--- src/rtl/risc_mini_pkg.sv ---
// Shared definitions for the mini RISC writeback path.
//   REG_AW    : register address width for the default 32-entry file
//   wb_src_t  : identifies which producer owns the write port this cycle
//   wb_req_t  : one writeback request {addr, data} at default widths
package risc_mini_pkg;
  localparam int DEPTH_DEF = 32;
  localparam int WIDTH_DEF = 32;
  localparam int REG_AW    = $clog2(DEPTH_DEF);

  typedef enum logic {WB_SRC_ALU, WB_SRC_LSU} wb_src_t;

  typedef struct packed {
    logic [REG_AW-1:0]    addr;
    logic [WIDTH_DEF-1:0] data;
  } wb_req_t;
endpackage

--- src/rtl/wb_hold_slot.sv ---
// One-entry valid/ready holding register for a writeback source.
// Ports:
//   clk, rst_n  : clock, async active-low reset
//   in_valid    : producer offers in_data
//   in_ready    : slot can take in_data this edge (empty, or draining now)
//   in_data     : packed {addr, data}
//   grant       : arbiter is consuming the held entry this cycle
//   v, data     : held entry
module wb_hold_slot #(
  parameter int W = 37
) (
  input  logic         clk,
  input  logic         rst_n,
  input  logic         in_valid,
  output logic         in_ready,
  input  logic [W-1:0] in_data,
  input  logic         grant,
  output logic         v,
  output logic [W-1:0] data
);
  // A granted slot empties this edge, so it may refill at the same edge.
  assign in_ready = !v || grant;

  always_ff @(posedge clk or negedge rst_n) begin
    if (!rst_n) begin
      v    <= 1'b0;
      data <= '0;
    end else if (in_valid && in_ready) begin
      v    <= 1'b1;
      data <= in_data;
    end else if (grant) begin
      v    <= 1'b0;
    end
  end
endmodule

--- src/rtl/regfile_wb_arbiter.sv ---
// Merges ALU and LSU writeback results onto the register file's single
// synchronous write port. LSU wins contention unless the ALU has lost
// STARVE_MAX times in a row. Writes to x0 are consumed silently.
// Optional macro WB_BYPASS_EN: forwards the in-flight write (wb_*) onto the
// two read ports and drops that term from query_hit.
// Ports:
//   clk, rst_n                       : clock, async active-low reset
//   alu_valid/ready/addr/data        : ALU result handshake
//   lsu_valid/ready/addr/data        : LSU result handshake
//   wb_we, wb_waddr, wb_wdata        : registered register-file write port
//   query_addr, query_hit            : pending-write hazard query (comb.)
//   idle                             : nothing held and no write in flight
//   byp_raddr1/2, byp_rs1/2_in       : register-file read address / raw data
//   byp_rs1/2                        : read data after optional bypass
module regfile_wb_arbiter
  import risc_mini_pkg::*;
#(
  parameter int DEPTH      = 32,
  parameter int WIDTH      = 32,
  parameter int STARVE_MAX = 3
) (
  input  logic                     clk,
  input  logic                     rst_n,
  input  logic                     alu_valid,
  output logic                     alu_ready,
  input  logic [$clog2(DEPTH)-1:0] alu_addr,
  input  logic [WIDTH-1:0]         alu_data,
  input  logic                     lsu_valid,
  output logic                     lsu_ready,
  input  logic [$clog2(DEPTH)-1:0] lsu_addr,
  input  logic [WIDTH-1:0]         lsu_data,
  output logic                     wb_we,
  output logic [$clog2(DEPTH)-1:0] wb_waddr,
  output logic [WIDTH-1:0]         wb_wdata,
  input  logic [$clog2(DEPTH)-1:0] query_addr,
  output logic                     query_hit,
  output logic                     idle,
  input  logic [$clog2(DEPTH)-1:0] byp_raddr1,
  input  logic [$clog2(DEPTH)-1:0] byp_raddr2,
  input  logic [WIDTH-1:0]         byp_rs1_in,
  input  logic [WIDTH-1:0]         byp_rs2_in,
  output logic [WIDTH-1:0]         byp_rs1,
  output logic [WIDTH-1:0]         byp_rs2
);
  localparam int AW = $clog2(DEPTH);
  localparam int SW = $clog2(STARVE_MAX + 1);

  logic              v_alu, v_lsu;
  logic [AW+WIDTH-1:0] alu_slot, lsu_slot, win;
  logic [AW-1:0]     alu_slot_addr, lsu_slot_addr, win_addr;
  logic              grant_alu, grant_lsu, any_grant;
  wb_src_t           win_src;
  logic [SW-1:0]     starve_cnt;

  wb_hold_slot #(.W(AW+WIDTH)) u_alu_slot (
    .clk(clk), .rst_n(rst_n),
    .in_valid(alu_valid), .in_ready(alu_ready), .in_data({alu_addr, alu_data}),
    .grant(grant_alu), .v(v_alu), .data(alu_slot)
  );

  wb_hold_slot #(.W(AW+WIDTH)) u_lsu_slot (
    .clk(clk), .rst_n(rst_n),
    .in_valid(lsu_valid), .in_ready(lsu_ready), .in_data({lsu_addr, lsu_data}),
    .grant(grant_lsu), .v(v_lsu), .data(lsu_slot)
  );

  assign alu_slot_addr = alu_slot[AW+WIDTH-1:WIDTH];
  assign lsu_slot_addr = lsu_slot[AW+WIDTH-1:WIDTH];

  // ALU wins when alone, or when it has been starved long enough.
  assign grant_alu = v_alu && (!v_lsu || starve_cnt == SW'(STARVE_MAX));
  assign grant_lsu = v_lsu && !grant_alu;
  assign any_grant = grant_alu || grant_lsu;
  assign win_src   = grant_alu ? WB_SRC_ALU : WB_SRC_LSU;
  assign win       = (win_src == WB_SRC_ALU) ? alu_slot : lsu_slot;
  assign win_addr  = win[AW+WIDTH-1:WIDTH];

  always_ff @(posedge clk or negedge rst_n) begin
    if (!rst_n) begin
      starve_cnt <= '0;
    end else if (!v_alu || grant_alu) begin
      starve_cnt <= '0;
    end else if (starve_cnt != SW'(STARVE_MAX)) begin
      starve_cnt <= starve_cnt + 1'b1;
    end
  end

  // x0 writes still drain their slot but never raise we.
  always_ff @(posedge clk or negedge rst_n) begin
    if (!rst_n) begin
      wb_we    <= 1'b0;
      wb_waddr <= '0;
      wb_wdata <= '0;
    end else if (any_grant) begin
      wb_we    <= (win_addr != '0);
      wb_waddr <= win_addr;
      wb_wdata <= win[WIDTH-1:0];
    end else begin
      wb_we    <= 1'b0;
    end
  end

  logic slot_hit, wb_hit;
  assign slot_hit = (v_alu && alu_slot_addr == query_addr) ||
                    (v_lsu && lsu_slot_addr == query_addr);

`ifdef WB_BYPASS_EN
  // The in-flight write is forwarded, so it no longer needs a stall.
  assign wb_hit  = 1'b0;
  assign byp_rs1 = (wb_we && wb_waddr == byp_raddr1 && byp_raddr1 != '0) ? wb_wdata : byp_rs1_in;
  assign byp_rs2 = (wb_we && wb_waddr == byp_raddr2 && byp_raddr2 != '0) ? wb_wdata : byp_rs2_in;
`else
  logic unused_byp;
  assign unused_byp = ^{byp_raddr1, byp_raddr2};
  assign wb_hit     = wb_we && wb_waddr == query_addr;
  assign byp_rs1    = byp_rs1_in;
  assign byp_rs2    = byp_rs2_in;
`endif

  assign query_hit = (query_addr != '0) && (slot_hit || wb_hit);
  assign idle      = !v_alu && !v_lsu && !wb_we;
endmodule

--- config.mk ---
export PLATFORM = sky130hd
export DESIGN_NAME = regfile_wb_arbiter
export DESIGN_NICKNAME = d
export VERILOG_FILES = /design/src/rtl/risc_mini_pkg.sv /design/src/rtl/wb_hold_slot.sv /design/src/rtl/regfile_wb_arbiter.sv
export SDC_FILE = /design/constraint.sdc
export NUM_CORES = 1
export LEC_CHECK = 0
export CAP_MARGIN = 5
export CORE_MARGIN = 4
export CORE_UTILIZATION = 36
export CTS_CLUSTER_DIAMETER = 60
export DETAILED_ROUTE_END_ITERATION = 10
export DONT_BUFFER_PORTS = 1
export GPL_TIMING_DRIVEN = 0
export PLACE_DENSITY = 0.49
export SLEW_MARGIN = 15
export SYNTH_ARGS = -nofsm -noshare
export SYNTH_HDL_FRONTEND = slang
export SYNTH_SLANG_ARGS = --single-unit
--- constraint.sdc ---
create_clock -name clk -period 2.2 [get_ports clk]
set_clock_uncertainty 0.1 [all_clocks]
set_input_delay 0.44 -clock clk [delete_from_list [all_inputs] [get_ports clk]]
set_output_delay 0.44 -clock clk [all_outputs]
set_load 0.1 [all_outputs]
==> impl_metrics.toml, run 1 <==
# flow metrics
[finish]
comb-cell-share_pct = 29.6
biggest_area_class = "sequential cells"
layout.cells.most_common = "dfrtp_1"
seq_cells = 116
area_taken_by_flip_flops_and_latches_sq_mm = 0.00292
nNetsFinal = 574
nonClockInverterCount = 2
drive_gt1_share_pct = 47.2
design_area_sq_mm = 0.00623
signal_buffer_area_fraction_pct = 10.2
reg_top3 = "u_alu_slot.data (37), u_lsu_slot.data (37), wb_wdata (32)"
clock_cell_area_share_pct = 9.40
multi_input_comb_cells = 195
final.fill_count = 1368

[die]
pin_count = 263
chip_footprint_sq_mm = 0.0168
taps = 184
die_w_microns = 129
fp_util_pct = 36.7
floorplan.rows = 44
die.size.y_microns = 129

[pwr]
total_power_per_unit_cell_area_mw_per_mm2 = 1210
power.combinational.fraction_pct = 16.0
p_int_uw = 4710
worst_vdd_rail_ir_drop_v = 0.000579
power.switching_fraction_pct = 37.4
share_seq_of_total_power_pct = 47.9
power_leakage_uw = 0.00290
total_combinational_power_uw = 1200
top_power_group = "registers"
total_power_uw = 7520
switching_power_uw = 2820

[grt]
global_routing_usage_on_met1_pct = 17.9
grt_pass1_wl_mm = 18.8
top_usage_layer = "met2"
grt_max_degree = 117
global_route.usage.met2_pct = 24.2
initial_antenna_violation_count = 1
use_met3_pct = 6.92
overflow = 0

[worst_setup_path]
critPathRequiredTime_ns = 1.66
worstSetupStartpointType = "register"
worstSetupEndpointType = "output port"
critPathArrivalTime_ns = 2.34

[logic_synthesis]
synthTopCellsByArea = "dfrtp_1 (55%), mux2_2 (15%), buf_4 (9.0%), a22o_1 (5.3%), a21o_1 (4.5%)"
top_logic_kind = "multiplexers"
synth-simple-area-share_pct = 3.16
syn_std_cell_area_sq_mm = 0.00531
synth_cells = 394
post_synth_ao_oa_area_fraction_pct = 11.2
ys_seq_share_pct = 54.7
number_of_standard_cells_reported_by_yosys = 394
yosysWarningCount = 0
ys_chip_area_sq_mm = 0.00531
synth_flop_count = 116
postSynthNetCount = 552
synth.distinct_cells = 34
xor_share_pct = 2.47
post_synthesis_mux_area_share_pct = 16.6

[final_timing]
timing.fmax_mhz = 348
grt_setup_unrepaired = "true"
finalHoldViolCount = 116
worst-slew-pin-transition_ns = 0.999
layout_setup_ws_ns = -0.677
fin_hold_ws_ns = -0.374
finalSetupViolCount = 2
post_route_clock_period_utilization_pct = 131

[route]
route.top_layer_used = "met5"
drt_pass1_iterations = 4
detail_route.wirelength.met1_mm = 4.84
drc = 0
detailedRoute.firstIterationViolations = 142

[clock_tree]
cts_resized = 5
clock_tree.htree_level_count = 4
tritoncts = "done"
clkTransAtPathRegs_ns = 0.05
clk_root_buffer_cell = "clkbuf_16"
cts.sinks = 116
cts_made_buffers = 17

[placed_design]
io_buffer_count = 0
place_area_sq_mm = 0.00558

[outcome]
failing_checks = "hold timing, setup timing"
outcome = "complete, but fails checks"
==> run 1: cells in the mapped netlist <==
master,n
a21oi_1,1
nand2_2,1
a32oi_1,1
a221oi_2,1
buf_4,64
a21o_1,32
o21ai_1,5
inv_1,2
nand3_2,1
buf_1,1
or4_1,2
nor4_2,1
nand2b_1,2
nor3_1,1
clkbuf_1,2
buf_6,8
nor4_1,3
xnor2_1,3
buf_2,6
dfrtp_1,116
mux2i_1,5
nand2_4,1
a22o_1,32
xor2_1,12
a21boi_4,1
and2_1,1
mux2_2,73
ha_1,1
nor2_1,6
nor2_2,1
nand2_1,5
mux2_1,1
nand3_4,1
nand3_1,1
==> run 1: critical path: stages (launching register included) <==
cell     delay (ns)
dfrtp_4        0.62
xor2_1         0.20
nor4_2         0.37
a32oi_2        0.12
a21oi_4        0.62
==> run 1: metrics by stage <==
stage / cells / util (%) / TNS (ns) / worst slack, ns
CTS: 610 / 42.9 / -10.27 / -0.703
floorplan: 394 / - / -0.128 / -0.128
global route: 610 / 43.0 / -0.969 / -0.736
finish: 611 / 43.0 / -0.861 / -0.677
global placement: 578 / 38.5 / -12.35 / -0.266
detailed placement: 578 / 38.5 / -13.87 / -0.296
==> run 1: path summary, 6_finish.rpt <==
check                              start                  end  slack [ns]  cells past startpoint
min in group clk               alu_valid         u_alu_slot.v        0.04                      1
setup / recovery             wb_waddr[2]            query_hit       -0.68                      4
hold reg to reg            starve_cnt[0]        starve_cnt[0]        0.34                      1
setup reg to reg           starve_cnt[0]  u_alu_slot.data[16]        0.09                      6
hold / removal                     rst_n          wb_waddr[0]       -0.37                      0
max in group asynchronous          rst_n  u_alu_slot.data[18]        2.14                      0
run_1/metal_density.png
26 x 26 tiles, from dark blue (low) to red (high), scaled to the fullest tile. Values are wire area over tile area, all layers added.
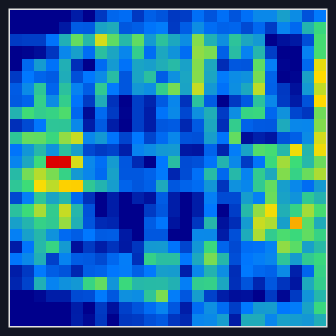
nearly empty tiles = 8.6%
mean over tiles = 0.13
tiles over half the peak = 11%
post-detailed-route wirelength per cell: 21.1 microns
wirelength, routed: 12.9 mm
overall global routing resource usage: 15.1%
number of vias in the routed layout: 3093

run_1/clk_routes.png
Bar = 50 microns.
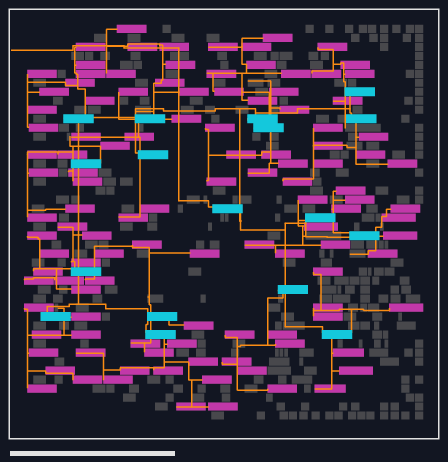
clock drivers -> cyan  # count 17
flip-flops -> magenta  # count 116
clock wires -> orange  # length 1630 microns
routed clock nets = 18
later-pin clock latency in the skew report: 0.41 ns
clock-net power: 2720 uW
Clk pwr share: 36.1%

run_1/layer_met4.png
Cells faint in the background.
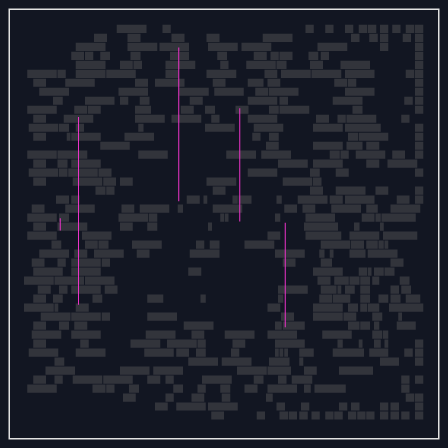
longest straight run = 56.4 microns
nets with wire on the layer = 3
wire length on this layer = 171 microns

run_1/clocks.png
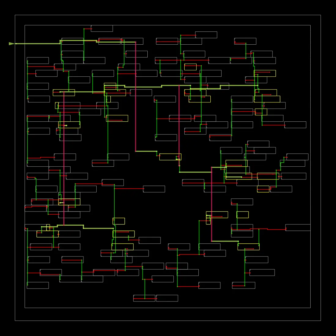

==> inputs of run 2 (changes only) <==
- CORE_ASPECT_RATIO: unset -> 0.7
run_2/clocks.png
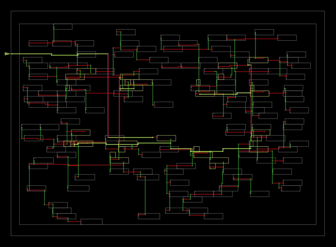
clkbuf count: 18
sequential cells: 116
later-pin clock latency in the skew report: 0.40 ns

run_2/flops_by_reg.png
Other sequential cells in the stronger gray, the rest of the logic in the fainter gray.
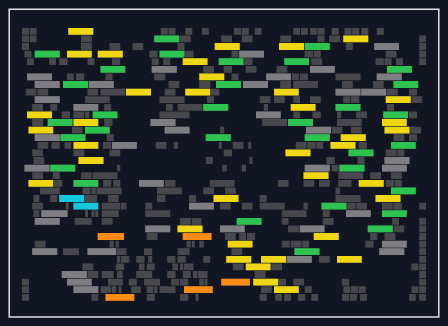
`starve_cnt` -> cyan  # sequential cells 2
`wb_waddr` -> orange  # sequential cells 5, where bottom center
`wb_wdata` -> green  # sequential cells 32
`u_alu_slot.data` -> yellow  # sequential cells 37, where widely spread
not colored = 40

==> run 2 against run 1 <==
Net effect: the run still ends with hold timing, setup timing left; via count rose by 0.71%; non-clock buffer count fell by 1; utilization rose by 0.66 points; final cell count rose by 0.98%; global-route usage rose by 0.52 points; die size rose by 0.19%; critical endpoint unchanged.
==> impl_metrics.toml, run 2 <==
# flow metrics
[die]
fp_util_pct = 37.4
floorplan.rows = 36
die.size.y_microns = 110
pin_count = 263
core_area_sq_mm = 0.0142
chip_footprint_sq_mm = 0.0168
die_w_microns = 153

[worst_setup_path]
worst_path_max_delay_cell = "dfrtp_4"
cp_num_buf_inv = 0
crit-reg2reg-capture = "u_alu_slot.data[18]"
critPathRequiredTime_ns = 1.66
worst_path_largest_cell_delay_ns = 0.63
worst_r2r_startpoint = "starve_cnt[0]"
cp_top_family = "AND-OR/OR-AND gates"
crit_chain = "xor2_2, nor4_2, a32oi_2, a21oi_4"
setup.worst_path.class = "register to output port"
critPathLaunch = "wb_waddr[0]"
crit_fanout = 3
regToRegSetupSlack_ns = 0.08
critPathArrivalTime_ns = 2.33
number_of_cell_instances_on_the_worst_register_to_register_path = 6
worstSetupEndpointType = "output port"
worstSetupStartpointType = "register"

[final_timing]
finalHoldViolCount = 116
post_route_clock_period_utilization_pct = 131
layout_setup_ws_ns = -0.673
drv_slew = 0
grt_setup_unrepaired = "true"
post-route-min-period_ns = 2.87
fin_hold_ws_ns = -0.369
timing.fmax_mhz = 348
worst-slew-pin-transition_ns = 1.01
finalSetupViolCount = 2
maxSlewHeadroom_pct = 32.6

[placed_design]
post-place-cells = 584
io_buffer_count = 0
place_congestion = 0.781
dp_hpwl_mm = 9.49
place_worst_setup_slack_ns = -0.293

[outcome]
outcome = "complete, but fails checks"
failing_checks = "hold timing, setup timing"

[grt]
overflow = 0
track_usage_pct = 15.6
use_met3_pct = 7.08
grt_max_degree = 117
grt_pass1_wl_mm = 19.8
initial_antenna_violation_count = 0
global_route.usage.met2_pct = 23.9
top_usage_layer = "met2"
grt_pass1_vias = 3283
global_routing_usage_on_met1_pct = 20.3

[route]
drt_pass1_iterations = 4
vias = 3115
drc = 0
detailedRoute.firstIterationViolations = 112
drt-wirelength-per-cell_microns = 21.5
ant_nets = 0
viasPerCell = 5.05
routed_wirelength_mm = 13.2

[pwr]
total_power_per_unit_cell_area_mw_per_mm2 = 1190
power_leakage_uw = 0.00286
worst_vdd_rail_ir_drop_v = 0.000560

[logic_synthesis]
synth_cells = 394
synthArstFlopShare_pct = 100
netlist.top_cell.by_instances = "dfrtp_1"
postSynthAreaPerCell_sq_um = 13.5
ys_seq_share_pct = 54.7
synthTopCellsByCount = "dfrtp_1 (116), mux2_2 (73), buf_4 (64)"
synthTopCellsByArea = "dfrtp_1 (55%), mux2_2 (15%), buf_4 (9.0%), a22o_1 (5.3%), a21o_1 (4.5%)"
postSynthNetCount = 552
yosysWarningCount = 0
ys_chip_area_sq_mm = 0.00531
number_of_standard_cells_reported_by_yosys = 394
syn_std_cell_area_sq_mm = 0.00531
synth_flop_count = 116
enable_flop_cells = 0
top_area_share_pct = 54.7
postSynth.topFlopCell = "dfrtp_1"
top_area_cell = "dfrtp_1"
synth.distinct_cells = 34

[clock_tree]
cts_setup_buffers = 2
clock_tree.buffer_depth = 2
clock_tree.htree_level_count = 4
cts_resized = 4
cts.sinks = 116
tritoncts = "done"
clk_root_buffer_cell = "clkbuf_16"
clkTransAtPathRegs_ns = 0.06
cts_made_buffers = 17

[job]
timing.max_cap.violations = 0
warnings = 43

[finish]
layout.cells.most_common = "dfrtp_1"
nNetsFinal = 573
area.growth.synth_to_final_pct = 16.7
drive_gt1_share_pct = 48.0
post_layout_nonfiller_instances = 617
num_antenna_cells = 0
final.fill_count = 1304
layout_top_cells_excl_fill_tap = "dfrtp_1 (109), mux2_2 (73), buf_4 (66), a22o_1 (32), a21o_1 (32)"
reg_top3 = "u_alu_slot.data (37), u_lsu_slot.data (37), wb_wdata (32)"

[hold_path]
hp_class = "input port to asynchronous set/reset pin"
[run 2: cell counts after synthesis]
Identical to the previous run, type by type.
[run 2: logic make-up after synthesis]
family / Yosys count / synth area share, %
DFF: 116 / 54.7
buffers and inverters: 83 / 11.7
muxes: 79 / 16.6
AOI/OAI and AO/OA: 73 / 11.2
and+or+nand+nor: 27 / 3.16
xor gates and xnor gates: 15 / 2.47
adders and majority gates: 1 / 0.236
[run 2: how the worst max path moves through the flow]
stage / end / slack (ns) / depth (start not counted)
after detailed placement: u_lsu_slot.data[24] / -0.29 / 4
after floorplan: query_hit / -0.13 / 4
after CTS: query_hit / -0.68 / 4
after global placement: query_hit / -0.29 / 4
after global routing: query_hit / -0.74 / 4
final: query_hit / -0.67 / 4
[run 2: per-stage QoR]
stage | area, sq um | utilization [%] | hold slack, ns | power, uW | setup TNS [ns]
final | 6200 | 43.7 | -0.369 | 7370 | -0.863
after global routing | 6200 | 43.7 | -0.395 | 7670 | -0.980
after CTS | 6170 | 43.5 | -0.391 | 7450 | -10.40
after detailed placement | 5580 | 39.3 | 0.0474 | 4840 | -13.43
after global placement | 5580 | 39.3 | 0.0477 | 4820 | -12.40
after floorplan | 5350 | - | 0.0444 | 4650 | -0.128
[run 2: power by group]
part / internal (uW) / switching (uW)
logic: 446 / 765
clock network: 1570 / 987
registers: 2430 / 1170
total: 4450 / 2930
[run 2: metal layers]
layer	part of all wire, %	up-vias
met4	0.80	0
met5	0	-
li1	-	1375
met1	44	1591
met2	46	141
met3	8.9	8
[run 2: final cells by class]
class	instances	area, sq um	area share (%)
sequential	116	2920	47.2
multi-input combinational	195	1850	29.9
buffer	81	612	9.87
clock buffer	18	439	7.09
tap	190	238	3.84
clock inverter	13	110	1.78
timing repair buffer	2	15.0	0.242
inverter	2	7.51	0.121
==> inputs of run 3 (changes only) <==
- SETUP_SLACK_MARGIN: unset -> 0.4
run_3/clocks.png
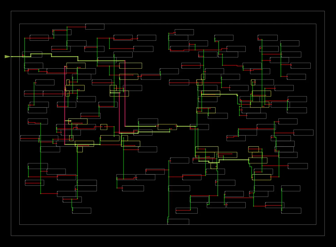
clkbuf count: 20
clock-net power: 2730 uW

run_3/clk_routes.png
Bar = 50 microns.
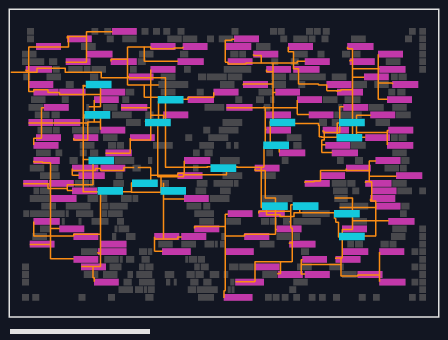
clock drivers -> cyan  # count 17
clock wires -> orange  # length 1700 microns
flip-flops -> magenta  # count 116
routed clock nets = 18

==> run 3 against run 2 <==
Net effect: the flow still finishes with violations (hold timing, setup timing); register-to-register slack better by 0.06 ns; cell area increased by 14%; sequential cell count unchanged; sequential share of layout area down 5.3 points; total power increased by 6.8%; synthesized cell count unchanged; utilization rose by 6.2 points; clock power up 7%; count of clock-buffer cells in the layout up 2; largest power group unchanged.
==> impl_metrics.toml, run 3 <==
# flow metrics
[outcome]
outcome = "complete, but fails checks"
failing_checks = "hold timing, setup timing"

[worst_setup_path]
setup.worst_path.class = "register to output port"
critPathRequiredTime_ns = 1.66
cp_top_family = "AND-OR/OR-AND gates"
worst_path_max_delay_cell = "dfrtp_4"
number_of_cell_instances_on_the_worst_register_to_register_path = 7
crit_chain = "xor2_2, nor4_4, a32oi_2, a21oi_4"
cp_num_buf_inv = 0
worstSetupEndpointType = "output port"
worstSetupStartpointType = "register"
crit_fanout = 3
worst_path_largest_cell_delay_ns = 0.63
critical_path_cell_count = 4
critPathArrivalTime_ns = 2.30

[pwr]
worst_vdd_rail_ir_drop_v = 0.000508
seq_power_uw = 3650
share_seq_of_total_power_pct = 46.4
power_leakage_uw = 0.00342
top_power_group = "registers"
power.switching_fraction_pct = 38.3
p_int_uw = 4860
total_combinational_power_uw = 1490
total_power_per_unit_cell_area_mw_per_mm2 = 1110
total_power_uw = 7870
switching_power_uw = 3020
power.combinational.fraction_pct = 18.9
clock_power_share_pct = 34.7

[logic_synthesis]
synthTopCellsByArea = "dfrtp_1 (55%), mux2_2 (15%), buf_4 (9.0%), a22o_1 (5.3%), a21o_1 (4.5%)"
ys_chip_area_sq_mm = 0.00531
synthTopCellsByCount = "dfrtp_1 (116), mux2_2 (73), buf_4 (64)"
ys_seq_share_pct = 54.7
top_area_cell = "dfrtp_1"
postSynth.topFlopCell = "dfrtp_1"
postSynthNetCount = 552
postSynthAreaPerCell_sq_um = 13.5
syn_std_cell_area_sq_mm = 0.00531
top_area_share_pct = 54.7
synthArstFlopShare_pct = 100
yosysWarningCount = 0
synth_cells = 394
enable_flop_cells = 0
netlist.top_cell.by_instances = "dfrtp_1"
synth.distinct_cells = 34
synth_flop_count = 116
number_of_standard_cells_reported_by_yosys = 394

[route]
drc = 0
drt-wirelength-per-cell_microns = 22.7
drt_pass1_iterations = 5
vias = 3280
routed_wirelength_mm = 14.5
viasPerCell = 5.13
ant_nets = 0
detailedRoute.firstIterationViolations = 128

[die]
floorplan.rows = 36
die.size.y_microns = 110
core_area_sq_mm = 0.0142
chip_footprint_sq_mm = 0.0168
fp_util_pct = 37.4
die_w_microns = 153
pin_count = 263

[finish]
layout.cells.most_common = "dfrtp_1"
finalCoreUtilization_pct = 49.9
drive_gt1_share_pct = 59.1
reg_top3 = "u_alu_slot.data (37), u_lsu_slot.data (37), wb_wdata (32)"
final.fill_count = 1239
nNetsFinal = 595
num_antenna_cells = 0
area.growth.synth_to_final_pct = 33.2
layout_top_cells_excl_fill_tap = "dfrtp_1 (76), mux2_4 (74), buf_4 (68), dfrtp_2 (35)"

[placed_design]
io_buffer_count = 0
place_congestion = 0.736
dp_hpwl_mm = 9.49

[final_timing]
finalHoldViolCount = 116
post_route_clock_period_utilization_pct = 129
worst-slew-pin-transition_ns = 1.02
finalSetupViolCount = 2
timing.fmax_mhz = 352
post-route-min-period_ns = 2.84
grt_setup_unrepaired = "true"
layout_setup_ws_ns = -0.642
drv_slew = 0
maxSlewHeadroom_pct = 31.7
fin_hold_ws_ns = -0.366

[clock_tree]
cts.sinks = 116
cts_made_buffers = 17
clk_root_buffer_cell = "clkbuf_16"
tritoncts = "done"
clkTransAtPathRegs_ns = 0.06
clock_tree.buffer_depth = 2
clock_tree.htree_level_count = 4
clkLatencyLatePin_ns = 0.40

[grt]
grt_pass1_wl_mm = 21.7
grt_max_degree = 117
grt_pass1_vias = 3545
overflow = 0
initial_antenna_violation_count = 0
track_usage_pct = 17.1

[job]
timing.max_cap.violations = 0
warnings = 43

[hold_path]
hp_class = "input port to asynchronous set/reset pin"
run 3: cell counts after synthesis:
Identical to the previous run, type by type.
run 3: layout make-up:
type / instances / area, sq um / share of cell area (%)
inverters: 2 / 10.0 / 0.141
flip-flops and latches: 116 / 2970 / 41.9
well taps: 190 / 238 / 3.36
clock buffers: 20 / 457 / 6.45
clock inverters: 12 / 130 / 1.84
repair buffers: 24 / 434 / 6.14
plain buffers: 81 / 678 / 9.58
multi-input cells: 195 / 2160 / 30.6
run 3: what timing repair did:
item	in CTS	in global routing
buffers inserted	16	2
gates cloned	6	0
hold endpoints to repair	116	116
pin swaps	4	5
setup endpoints to repair	130	110
resized	108	11
run 3: metrics by stage:
stage               area (sq um)  instances  setup slack (ns)  TNS, ns
global route                7080        640            -0.723   -0.963
floorplan                   5520        394            -0.120   -0.120
detailed placement          5750        584            -0.320   -0.320
finish                      7080        640            -0.642   -0.835
global placement            5750        584            -0.309   -0.309
CTS                         7020        638            -0.680   -0.902
run 3: logic make-up after synthesis:
logic type	share of synthesized area, %
compound gates	11.2
xor+xnor	2.47
fa+ha+maj	0.236
buf+inv	11.7
flops	54.7
mux	16.6
simple gates	3.16
run 3: worst paths after layout:
path                                     start             endpoint  slack, ns
max                                wb_waddr[0]            query_hit      -0.64
max reg2reg                      starve_cnt[0]  u_alu_slot.data[17]       0.14
min                                      rst_n  u_lsu_slot.data[33]      -0.37
min in group clk                     lsu_valid         u_lsu_slot.v       0.05
min reg2reg                u_lsu_slot.data[10]         wb_wdata[10]       0.37
max in group asynchronous                rst_n         wb_wdata[17]       2.18
run 3: layer usage:
layer  track usage, %  vias to the layer above  share of wire, %
li1                 -                     1431                 -
met1             23.7                     1687                46
met2             25.4                      154                45
met3             6.37                        8               8.4
met4             4.32                        0              0.61
met5                0                        -                 0
Power figures rest on the tool's default switching activity, not on a simulated workload.
